--- src/rtl/bram_rr_arbiter.sv ---
// Round-robin sharing of one single-cycle BRAM between clients A and B, with per-client read return.
// Define BRAM_ARB_ZERO_INIT_EN to zero every BRAM word after reset before clients are served.
module bram_rr_arbiter #(
  parameter int unsigned DATA_WIDTH = 32,
  parameter int unsigned ADDR_WIDTH = 8
) (
  input  logic                  CLK,
  input  logic                  RST,
  input  logic                  REQ_VALID_A,
  output logic                  REQ_READY_A,
  input  logic                  REQ_WRITE_A,
  input  logic [ADDR_WIDTH-1:0] REQ_ADDR_A,
  input  logic [DATA_WIDTH-1:0] REQ_DATA_A,
  input  logic                  REQ_VALID_B,
  output logic                  REQ_READY_B,
  input  logic                  REQ_WRITE_B,
  input  logic [ADDR_WIDTH-1:0] REQ_ADDR_B,
  input  logic [DATA_WIDTH-1:0] REQ_DATA_B,
  output logic                  RSP_VALID_A,
  output logic                  RSP_VALID_B,
  output logic [DATA_WIDTH-1:0] RSP_DATA,
  output logic [DATA_WIDTH-1:0] M_DI,
  output logic [ADDR_WIDTH-1:0] M_WR_ADDR,
  output logic [ADDR_WIDTH-1:0] M_RD_ADDR,
  output logic                  M_WE,
  output logic                  M_RE,
  input  logic [DATA_WIDTH-1:0] M_DO,
  input  logic                  M_DO_VALID,
  output logic                  BUSY
);

  typedef enum logic {INIT, RUN} state_t;
  typedef enum logic {CLIENT_A, CLIENT_B} client_t;

`ifdef BRAM_ARB_ZERO_INIT_EN
  localparam state_t RESET_STATE = INIT;
  localparam logic [ADDR_WIDTH-1:0] INIT_LAST = '1;
  logic [ADDR_WIDTH-1:0] init_addr, init_addr_nxt;
`else
  localparam state_t RESET_STATE = RUN;
`endif

  state_t  state, state_nxt;
  client_t rr_ptr, rr_ptr_nxt;
  client_t rsp_owner, rsp_owner_nxt;
  logic    rd_pending, rd_pending_nxt;

  logic [ADDR_WIDTH-1:0] wr_addr_q, rd_addr_q;
  logic [DATA_WIDTH-1:0] di_q;

  logic                  run_active, grant_a, grant_b;
  logic                  sel_write;
  logic [ADDR_WIDTH-1:0] sel_addr;
  logic [DATA_WIDTH-1:0] sel_data;

  // Round-robin grant; reset forces every output low even while the state reads RUN.
  assign run_active = !RST && (state == RUN);
  assign grant_a    = run_active && REQ_VALID_A && (!REQ_VALID_B || rr_ptr == CLIENT_A);
  assign grant_b    = run_active && REQ_VALID_B && !grant_a;
  assign sel_write  = grant_b ? REQ_WRITE_B : REQ_WRITE_A;
  assign sel_addr   = grant_b ? REQ_ADDR_B  : REQ_ADDR_A;
  assign sel_data   = grant_b ? REQ_DATA_B  : REQ_DATA_A;

  assign REQ_READY_A = grant_a;
  assign REQ_READY_B = grant_b;
  assign BUSY        = (state == INIT);

  // rd_pending masks a response whose read was issued before an intervening reset.
  assign RSP_VALID_A = M_DO_VALID && rd_pending && (rsp_owner == CLIENT_A);
  assign RSP_VALID_B = M_DO_VALID && rd_pending && (rsp_owner == CLIENT_B);
  assign RSP_DATA    = M_DO;

  always_comb begin
    state_nxt      = state;
    rr_ptr_nxt     = rr_ptr;
    rsp_owner_nxt  = rsp_owner;
    rd_pending_nxt = 1'b0;
    M_WE           = 1'b0;
    M_RE           = 1'b0;
    M_WR_ADDR      = wr_addr_q;
    M_RD_ADDR      = rd_addr_q;
    M_DI           = di_q;
`ifdef BRAM_ARB_ZERO_INIT_EN
    init_addr_nxt  = init_addr;
`endif
    if (!RST) begin
      case (state)
`ifdef BRAM_ARB_ZERO_INIT_EN
        INIT: begin
          M_WE          = 1'b1;
          M_WR_ADDR     = init_addr;
          M_DI          = '0;
          init_addr_nxt = init_addr + ADDR_WIDTH'(1);
          if (init_addr == INIT_LAST) state_nxt = RUN;
        end
`endif
        RUN: begin
          if (grant_a || grant_b) begin
            rr_ptr_nxt = grant_a ? CLIENT_B : CLIENT_A;
            if (sel_write) begin
              M_WE      = 1'b1;
              M_WR_ADDR = sel_addr;
              M_DI      = sel_data;
            end else begin
              M_RE           = 1'b1;
              M_RD_ADDR      = sel_addr;
              rsp_owner_nxt  = grant_b ? CLIENT_B : CLIENT_A;
              rd_pending_nxt = 1'b1;
            end
          end
        end
        default: ;
      endcase
    end
  end

  always_ff @(posedge CLK or posedge RST) begin
    if (RST) begin
      state      <= RESET_STATE;
      rr_ptr     <= CLIENT_A;
      rsp_owner  <= CLIENT_A;
      rd_pending <= 1'b0;
      wr_addr_q  <= '0;
      rd_addr_q  <= '0;
      di_q       <= '0;
`ifdef BRAM_ARB_ZERO_INIT_EN
      init_addr  <= '0;
`endif
    end else begin
      state      <= state_nxt;
      rr_ptr     <= rr_ptr_nxt;
      rsp_owner  <= rsp_owner_nxt;
      rd_pending <= rd_pending_nxt;
      wr_addr_q  <= M_WR_ADDR;
      rd_addr_q  <= M_RD_ADDR;
      di_q       <= M_DI;
`ifdef BRAM_ARB_ZERO_INIT_EN
      init_addr  <= init_addr_nxt;
`endif
    end
  end

endmodule

--- config.mk ---
export PLATFORM = sky130hd
export DESIGN_NAME = bram_rr_arbiter
export DESIGN_NICKNAME = d
export VERILOG_FILES = /design/src/rtl/bram_rr_arbiter.sv
export SDC_FILE = /design/constraint.sdc
export NUM_CORES = 1
export LEC_CHECK = 0
export CORE_ASPECT_RATIO = 1.2
export CORE_UTILIZATION = 32
export CTS_CLUSTER_SIZE = 16
export DETAILED_ROUTE_END_ITERATION = 6
export PLACE_DENSITY = 0.75
export SLEW_MARGIN = 20
export SYNTH_ARGS = -nofsm -noshare
export SYNTH_HDL_FRONTEND = slang
export SYNTH_SLANG_ARGS = --single-unit
--- constraint.sdc ---
create_clock -name CLK -period 2.9 [get_ports CLK]
set_input_delay 0.58 -clock CLK [delete_from_list [all_inputs] [get_ports CLK]]
set_output_delay 0.58 -clock CLK [all_outputs]
set_load 0.02 [all_outputs]
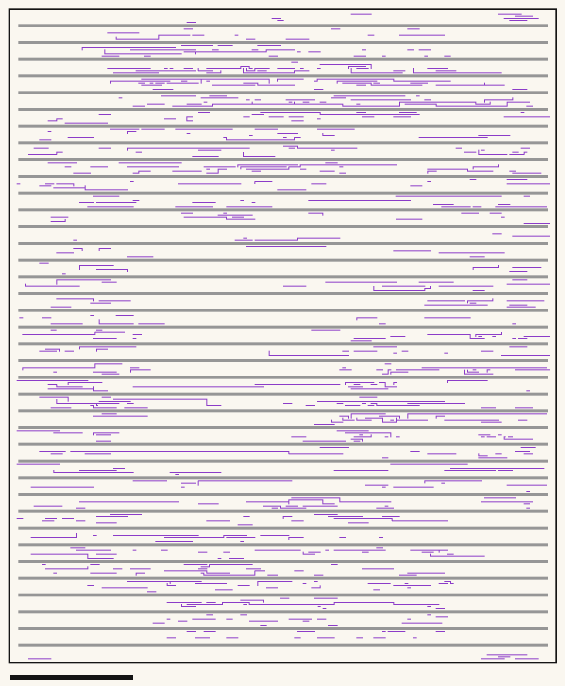
(run_1/met1.png)
Scale bar: 20 um. Supply wires on this layer in gray.
The layer carries 2,620 um of wire. The layer holds 39% of the routed length. The wires run mostly horizontal. The longest straight run is 35.4 um. 348 nets have wire on it.

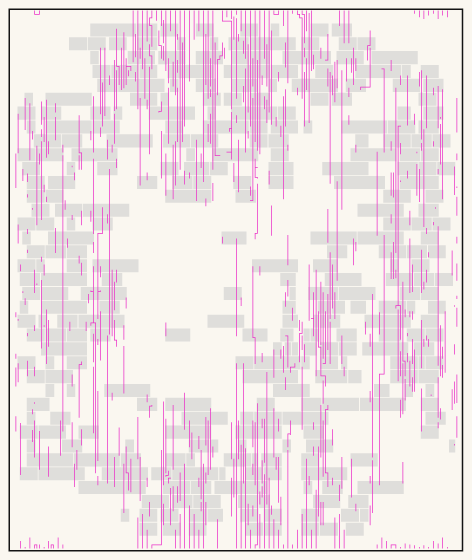
(run_1/met2.png)
The layer carries 3,510 um of wire. 406 nets have wire on it. The wires run mostly vertical. The longest straight run is 54.1 um. The layer holds 53% of the routed length.
DRT Wirelength: 6690 um
via count: 2,012
grt met2 use: 26.1%

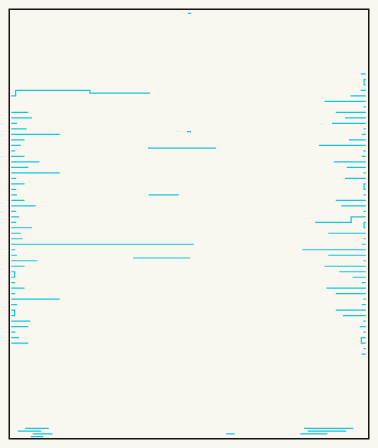
(run_1/met3.png)
94 nets have wire on it. The layer holds 7.3% of the routed length. The layer carries 491 um of wire. The longest straight run is 44.9 um. The wires run mostly horizontal.
met3 usage: 4.43%

==> impl_metrics.toml, run 1 <==
# generated from flow reports
[sta]
rsz0062_at_grt = "true"
final-setup-viol-count = 0
relSlewSlack_pct = 56.2
hold_viol = 0
slew_viol_final = 0
worstMarginPinSlew_ns = 0.657
clock.fmax_ghz = 0.354
setup_ws_ns = 0.0721
fin_crit_ns = 2.83
whs_ns = 0.490
finClkSkew_ns = 0.00143
finalClockPeriodUsage_pct = 97.5

[power]
pg_clk_uw = 522
maxPowerGroup = "combinational logic"
p_per_area_nw_per_um2 = 584
p_sw_share_pct = 31.6
comb_power_mw = 1.05
pg_seq_uw = 942
seq_power_share_pct = 37.5
pwr-share-comb_pct = 41.7
p_int_mw = 1.72
power_switching_uw = 794
total_power_mw = 2.51
pwr-share-clk_pct = 20.8
leakage_nw = 1.96

[setup_path]
startpoint = "REQ_WRITE_B"
critPathSlowestCell = "clkdlybuf4s50_1"
critical_path_buf_inv_count = 4
crit_required_ns = 2.32
r2r-start = "rr_ptr"
crit_family = "buffers and inverters"
cp_cell_sequence = "clkdlybuf4s50_1, nand3_2, a21oi_4, buf_6, buf_12, mux2_4, clkdlybuf4s15_2"
timing.rr.end = "di_q[13]"
ff2ff_path_depth = 6
cp.depth = 7
end_kind = "primary output"
critPathCapture = "M_DI[4]"
crit_path_max_fanout = 12
regToRegSetupSlack_ns = 1.16
cpPeakStageDelay_ns = 0.49
cp-start-kind = "primary input"
crit_arrival_ns = 2.25

[final_layout]
postLayoutCoreUtil_pct = 49.7
fin_area_um2 = 4300
logic_area_um2 = 1280
clkCellAreaFrac_pct = 2.74
area_growth_pct = 49.3
inverters = 3
seq_share_pct = 29.7
sh_comb_area_pct = 29.8
largest_register = "di_q"
layout-drive-gt1-share_pct = 51.1
lay_top_count = "clkdlybuf4s50_1"
top_regs = "di_q x32, rd_addr_q x8, wr_addr_q x8"
buf_share_pct = 34.1
clock_buffers = 6
diodes = 0
stdcell_count = 446
largest_class = "non-clock buffers"
n_all_buffers = 158
largest_reg_flops = 32
fill_cells = 795
nets = 447

[synthesis]
xor_share_pct = 0
ys.warnings.count = 0
synthTopCellsByCount = "dfrtp_1, mux2_2, mux2_4, buf_4, nor2_1"
synth-seq-cells = 51
yosys.area.top_type = "dfrtp_1"
ff_type = "dfrtp_1"
fa_ha_area_share_pct = 0
area_leaders = "dfrtp_1, mux2_4, mux2_2, buf_4, buf_6"
simple_gate_share_pct = 2.87
ys_chip_area_um2 = 2880
top_area_share_pct = 44.3
aoi_share_pct = 1.52
syn_inst = 205
ys_async_sr_fraction_pct = 100
floorplan.nets = 324
synth_area_um2 = 2880
synth_seq_share_pct = 44.3
synth.avg_cell_area_um2 = 14.0
logic_family = "multiplexers"
yosys.cell_count.top_type = "dfrtp_1"
edf_count = 0
synth.area.mux_share_pct = 39.4
yosys_cells = 205

[clock_network]
ctsResizeCount = 153
post-cts-setup-buffer-count = 2
clk_latency_ns = 0.30
cts-root-buf = "clkbuf_8"
holdBufCountCts = 0
clkSinkCount = 51
htreeDepth = 2
cts_tree = "done"
path_clk_slew_ns = 0.09
tritoncts.num_buffers = 5

[detailed_routing]
wl_met3_um = 490
wl_met1_um = 2620
drt_iter0_drc = 37
drc_errors = 0
wl_per_cell_um = 15.0
dr.pass1.iters = 4
ant_nets = 0
top_layer = "met4"
routed_via_density = 4.51
routed-wl-met2_um = 3510

[global_route]
grt-ovfl-total = 0
busiest_layer = "met2"
grt.total_usage_pct = 14.6
grt_pass1_wl_um = 10500
antenna_found_initial = 0
grt_pass1_vias = 2198

[place]
portBuffers = 140
finalWeightedCongestion = 0.697
dp_slack_ns = -0.429
dp_hpwl_um = 4900
dp.cells = 434
placed_area_um2 = 4270

[min_path]
whs_path_depth = 1
hold_start = "wr_addr_q[7]"
hp-class = "flip-flop to flip-flop"

[floorplan]
dieArea_um2 = 9380
die_h_um = 106
pin_count = 206
core-area_um2 = 8660
num_rows = 37
initial_core_util_pct = 33.3
nWellTaps = 117

[flow_run]
warnings = 28
cap_violations = 0

[status]
outcome = "finished clean"
==> run 1 -> run 2 <==
CORE_UTILIZATION = 34   (was 32)
PLACE_DENSITY = 0.76   (was 0.75)
SETUP_SLACK_MARGIN = 0.5   (was not set)
clock period = 3.1 ns   (was 2.9 ns; I/O delays follow)
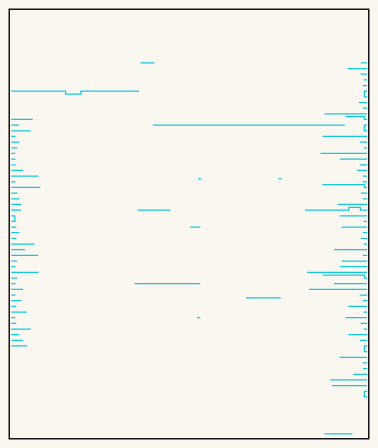
(run_2/met3.png)
The wires run mostly horizontal. The layer carries 447 um of wire. The layer holds 5.7% of the routed length. The longest straight run is 45.8 um. 91 nets have wire on it.
met3 usage: 2.96%
DRT Wirelength: 7920 um
via count: 2,136

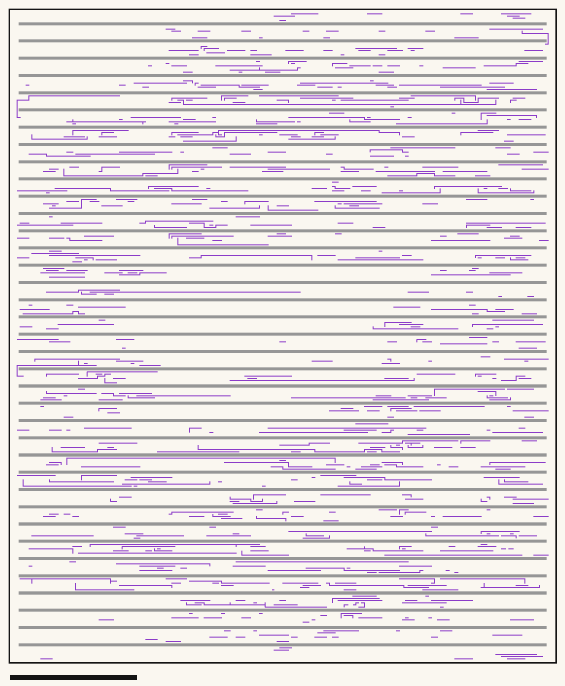
(run_2/met1.png)
Scale bar: 20 um. Supply wires on this layer in gray.
The layer carries 2,980 um of wire. 378 nets have wire on it.
Global Route met1 Usage: 19.3%

==> impl_metrics.toml, run 2 <==
# generated from flow reports
[power]
irDropWorstVdd_mv = 0.296
p_sw_share_pct = 30.9
pg_clk_uw = 419
maxPowerGroup = "combinational logic"
total_power_mw = 2.61
pwr-share-clk_pct = 16.0
seq_power_share_pct = 33.7
pg_seq_uw = 881
p_int_mw = 1.80
comb_power_mw = 1.31
p_per_area_nw_per_um2 = 528
power_switching_uw = 808
leakage_nw = 2.33

[detailed_routing]
dr.pass1.iters = 6
ant_nets = 0
top_layer = "met4"
wl_met3_um = 447
drc_errors = 0
routed_via_density = 4.59
drt_iter0_drc = 48
wl_met1_um = 2980
routed-wl-met2_um = 4330
wl_per_cell_um = 17.0

[sta]
rsz0062_at_grt = "true"
finalClockPeriodUsage_pct = 85.0
worstMarginPinSlew_ns = 0.660
final-setup-viol-count = 0
slew_viol_final = 0
whs_ns = 0.503
clock.fmax_ghz = 0.380
relSlewSlack_pct = 56.0
setup_ws_ns = 0.465
fin_crit_ns = 2.63
hold_viol = 0
finClkSkew_ns = 0.00200

[setup_path]
cp_cell_sequence = "nand2b_4, nand3_4, buf_12, buf_16, mux2_2, mux2_4, buf_6"
crit_family = "multiplexers"
cpPeakStageDelay_ns = 0.38
ff2ff_path_depth = 9
regToRegSetupSlack_ns = 1.30
critical_path_buf_inv_count = 3
crit_required_ns = 2.48
critPathSlowestCell = "dfrtp_1"
cp.depth = 7
crit_path_max_fanout = 6
cp-start-kind = "flip-flop"
timing.rr.end = "wr_addr_q[0]"
r2r-start = "rr_ptr"
crit_arrival_ns = 2.01
critPathCapture = "M_DI[22]"
startpoint = "rr_ptr"

[clock_network]
post-cts-setup-buffer-count = 11
htreeDepth = 2
clkSinkCount = 51
ctsResizeCount = 271
tritoncts.num_buffers = 5
cts-root-buf = "clkbuf_8"
holdBufCountCts = 0
clockBufferDepth = 2
clk_latency_ns = 0.29
cts_tree = "done"
path_clk_slew_ns = 0.09

[final_layout]
logic_area_um2 = 1420
layout-drive-gt1-share_pct = 55.8
largest_register = "di_q"
nets = 469
area_growth_pct = 71.8
sh_comb_area_pct = 28.7
n_all_buffers = 180
clock_buffers = 8
inverters = 3
lay_top_count = "clkdlybuf4s50_1"
comb.multi_input.count = 109
largest_class = "non-clock buffers"
diodes = 0
top_regs = "di_q x32, rd_addr_q x8, wr_addr_q x8"
largest_reg_flops = 32
fill_cells = 657
clkCellAreaFrac_pct = 2.02
postLayoutCoreUtil_pct = 60.7
seq_share_pct = 25.8
buf_share_pct = 40.2
stdcell_count = 465

[place]
dp_hpwl_um = 4790
placed_area_um2 = 4250
dp_slack_ns = -0.335
dp.cells = 427
portBuffers = 140
finalWeightedCongestion = 0.707

[flow_run]
warnings = 28
cap_violations = 0

[floorplan]
die_h_um = 103
num_rows = 36
dieArea_um2 = 8840
nWellTaps = 114
initial_core_util_pct = 35.3
core-area_um2 = 8150
pin_count = 206

[synthesis]
ys_async_sr_fraction_pct = 100
top_area_share_pct = 44.3
syn_inst = 205
edf_count = 0
aoi_share_pct = 1.52
yosys.area.top_type = "dfrtp_1"
synth-seq-cells = 51
synthTopCellsByCount = "dfrtp_1, mux2_2, mux2_4, buf_4, nor2_1"
yosys_cells = 205
ys_chip_area_um2 = 2880
synth_seq_share_pct = 44.3
yosys.cell_count.top_type = "dfrtp_1"
ys.warnings.count = 0
area_leaders = "dfrtp_1, mux2_4, mux2_2, buf_4, buf_6"
ff_type = "dfrtp_1"
synth_area_um2 = 2880
simple_gate_share_pct = 2.87
floorplan.nets = 324
logic_family = "multiplexers"
fa_ha_area_share_pct = 0
synth.area.mux_share_pct = 39.4
xor_share_pct = 0

[min_path]
hp-class = "flip-flop to flip-flop"
hold_start = "rd_addr_q[1]"

[global_route]
antenna_found_initial = 0
grt_util_met2_pct = 32.8
grt.total_usage_pct = 17.1
grt_pass1_vias = 2220
grt_max_degree = 52
grt_pass1_wl_um = 11400
grt-ovfl-total = 0
busiest_layer = "met2"

[status]
outcome = "finished clean"
Power and IR drop assume default switching activity.
